==> images/placed.png <==
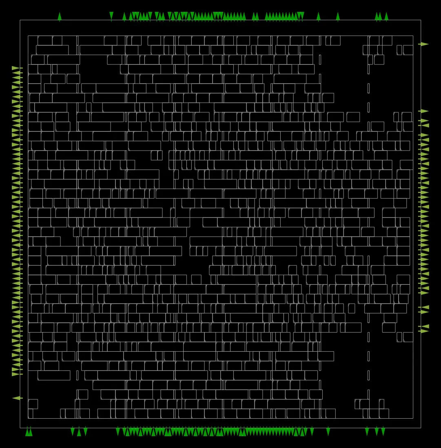
==> images/class_map.png <==
Drawn at 2 px/um.
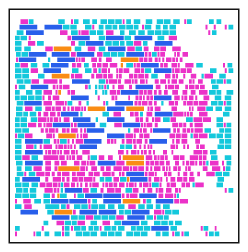
**src/rtl/fetch_unit.sv**
```systemverilog
// Instruction fetch stage: PC register, imem valid/ack fetch and valid/ready hand-off to decode.
// Optional accepted-instruction counter is built only when FETCH_PERF_CNT_EN is defined.
//
// state | meaning
// IDLE  | after reset, no fetch outstanding
// REQ   | fetch request at PC held until imem_ack
// HOLD  | instruction presented to decode until accepted
module fetch_unit #(
  parameter logic [31:0] RESET_PC = 32'h0000_0000
) (
  input  logic        clk,
  input  logic        reset_n,
  output logic        imem_req,
  output logic [31:0] imem_addr,
  input  logic        imem_ack,
  input  logic [31:0] imem_rdata,
  output logic [31:0] instr,
  output logic        instr_valid,
  input  logic        instr_ready,
  output logic [31:0] pc_out,
  output logic [31:0] pcplus4,
  input  logic        branch_taken,
  input  logic [31:0] branch_offset,
  input  logic        jump,
  output logic [31:0] fetch_count
);

  typedef enum logic [1:0] {IDLE, REQ, HOLD} state_t;

  state_t      state, state_nxt;
  logic [31:0] pc, pc_nxt;
  logic [31:0] instr_q;
  logic [31:0] branch_disp;
  logic        accept;

  assign pcplus4     = pc + 32'd4;
  assign branch_disp = branch_offset << 2;
  assign accept      = (state == HOLD) && instr_ready;

  always_comb begin
    state_nxt   = state;
    pc_nxt      = pc;
    imem_req    = 1'b0;
    instr_valid = 1'b0;
    case (state)
      IDLE: state_nxt = REQ;
      REQ: begin
        imem_req = 1'b1;
        if (imem_ack) state_nxt = HOLD;
      end
      HOLD: begin
        instr_valid = 1'b1;
        if (accept) begin
          state_nxt = REQ;
          // jump wins over a taken branch
          if (jump)              pc_nxt = {pcplus4[31:28], instr_q[25:0], 2'b00};
          else if (branch_taken) pc_nxt = pcplus4 + branch_disp;
          else                   pc_nxt = pcplus4;
        end
      end
      default: state_nxt = IDLE;
    endcase
  end

  always_ff @(posedge clk or negedge reset_n) begin
    if (!reset_n) begin
      state   <= IDLE;
      pc      <= RESET_PC;
      instr_q <= 32'h0;
    end else begin
      state <= state_nxt;
      pc    <= pc_nxt;
      if ((state == REQ) && imem_ack) instr_q <= imem_rdata;
    end
  end

  assign imem_addr = pc;
  assign pc_out    = pc;
  assign instr     = instr_q;

`ifdef FETCH_PERF_CNT_EN
  logic [31:0] count_q;

  always_ff @(posedge clk or negedge reset_n) begin
    if (!reset_n)    count_q <= 32'h0;
    else if (accept) count_q <= count_q + 32'd1;
  end

  assign fetch_count = count_q;
`else
  assign fetch_count = 32'h0;
`endif

endmodule
```
**config.mk**
```make
export PLATFORM = sky130hd
export DESIGN_NAME = fetch_unit
export DESIGN_NICKNAME = d
export VERILOG_FILES = /design/src/rtl/fetch_unit.sv
export SDC_FILE = /design/constraint.sdc
export NUM_CORES = 1
export LEC_CHECK = 0
export ABC_CLOCK_PERIOD_IN_PS = 8200
export CORE_AREA = 2 2 112 114
export CTS_BUF_LIST = sky130_fd_sc_hd__clkbuf_16
export DETAILED_ROUTE_END_ITERATION = 6
export DIE_AREA = 0 0 114 116
export GPL_TIMING_DRIVEN = 0
export PLACE_DENSITY = 0.9
export SLEW_MARGIN = 10
export SYNTH_ARGS = -nofsm -noshare
export SYNTH_HDL_FRONTEND = slang
export SYNTH_SLANG_ARGS = --single-unit
```
**constraint.sdc**
```tcl
create_clock -name clk -period 8.2 [get_ports clk]
set_clock_uncertainty 0.1 [all_clocks]
set_input_delay 0.82 -clock clk [delete_from_list [all_inputs] [get_ports clk]]
set_output_delay 0.82 -clock clk [all_outputs]
set_load 0.005 [all_outputs]
```
==> deck_impl_summary.md <==
Physical Implementation Snapshot

STA
  – PnR worst setup slack: 3.44 ns
  – RSZ-0062 raised after global routing: no
  – Setup_tns: 0 ns
  – Max_slew headroom: 39.6%
  – Final hold slack: 0.327 ns
  – Highest clock rate: 210 MHz

Floorplan
  – IO Pins: 232
  – Die height: 116 um

Yosys
  – Post-synth EDFFs: 0
  – Mux area share: 7.29%
  – XOR-XNOR Cells, Area Fraction: 8.37%
  – Post-synthesis sequential area ratio: 28.3%
  – Syn Inst Count: 658
  – Synth Cell Area: 5650 um^2
  – Chip area in the Yosys report: 5650 um^2

Clocking
  – CTS Buffer Depth: 2
  – CTS resizes: 0
  – Reg clk slew, reported paths: 0.05 ns

Place
  – Cell Area, Placed: 7900 um^2
  – I/O Buffers: 191
  – Inst Count DP: 1,034

Pwr
  – Sequential fraction of design power: 22.3%
  – Switching fraction of total power: 40.2%
  – Gate power share: 64.7%
  – Power Total: 3.07 mW

Route
  – WL/cell: 17.7 um
  – WL met2: 8930 um
  – Routed Antenna Nets: 0
  – Total wire length: 18,600 um
  – DR WL met3: 1840 um

Final layout
  – Multi-input combinational area share: 43.0%
  – Inverters excl. clock: 11
  – Signal buffers: 287
  – Seq/total area: 19.5%
  – Area Growth Syn to Fin: 45.2%
  – Clock-cell share: 3.68%
  – Max reg flops: 32

Global route
  – Overflow after GRT: 0
  – First-pass GRT wire length: 28,900 um

Worst setup path
  – Worst-path cell chain: ha_1 -> inv_1 -> nor3_1 -> nand2_1 -> nor2_1 -> xor2_1 -> ha_1 -> clkbuf_1 -> nand2_1 -> nor4_1 -> o21ai_0 -> o22ai_1 -> a21oi_1 -> o221ai_1 -> o2bb2ai_1 -> nand3_1 -> xor2_1
  – Reg-to-reg slack, setup: 3.44 ns
  – Crit path buf inv count: 2
  – Worst reg2reg path depth: 17

Hold path
  – Hold Path Class: in2async

Outcome
  – Outcome: finished clean
## Picture notes: placed.png
Finished Layout Cells: 1,049
fillcell total: 929
# Taps: 147
number of sequential cells: 64
# rows: 40

## Picture notes: class_map.png
legend:
  orange:
    class: clock drivers and dummy loads
    cells: 15
    share_of_their_area: 3.8%
  blue:
    class: registers
    cells: 64
    share_of_their_area: 20%
  magenta:
    class: remaining logic cells
    cells: 536
    share_of_their_area: 44%
  cyan:
    class: remaining buffers and delay cells
    cells: 287
    share_of_their_area: 32%

Power and IR drop assume default switching activity.
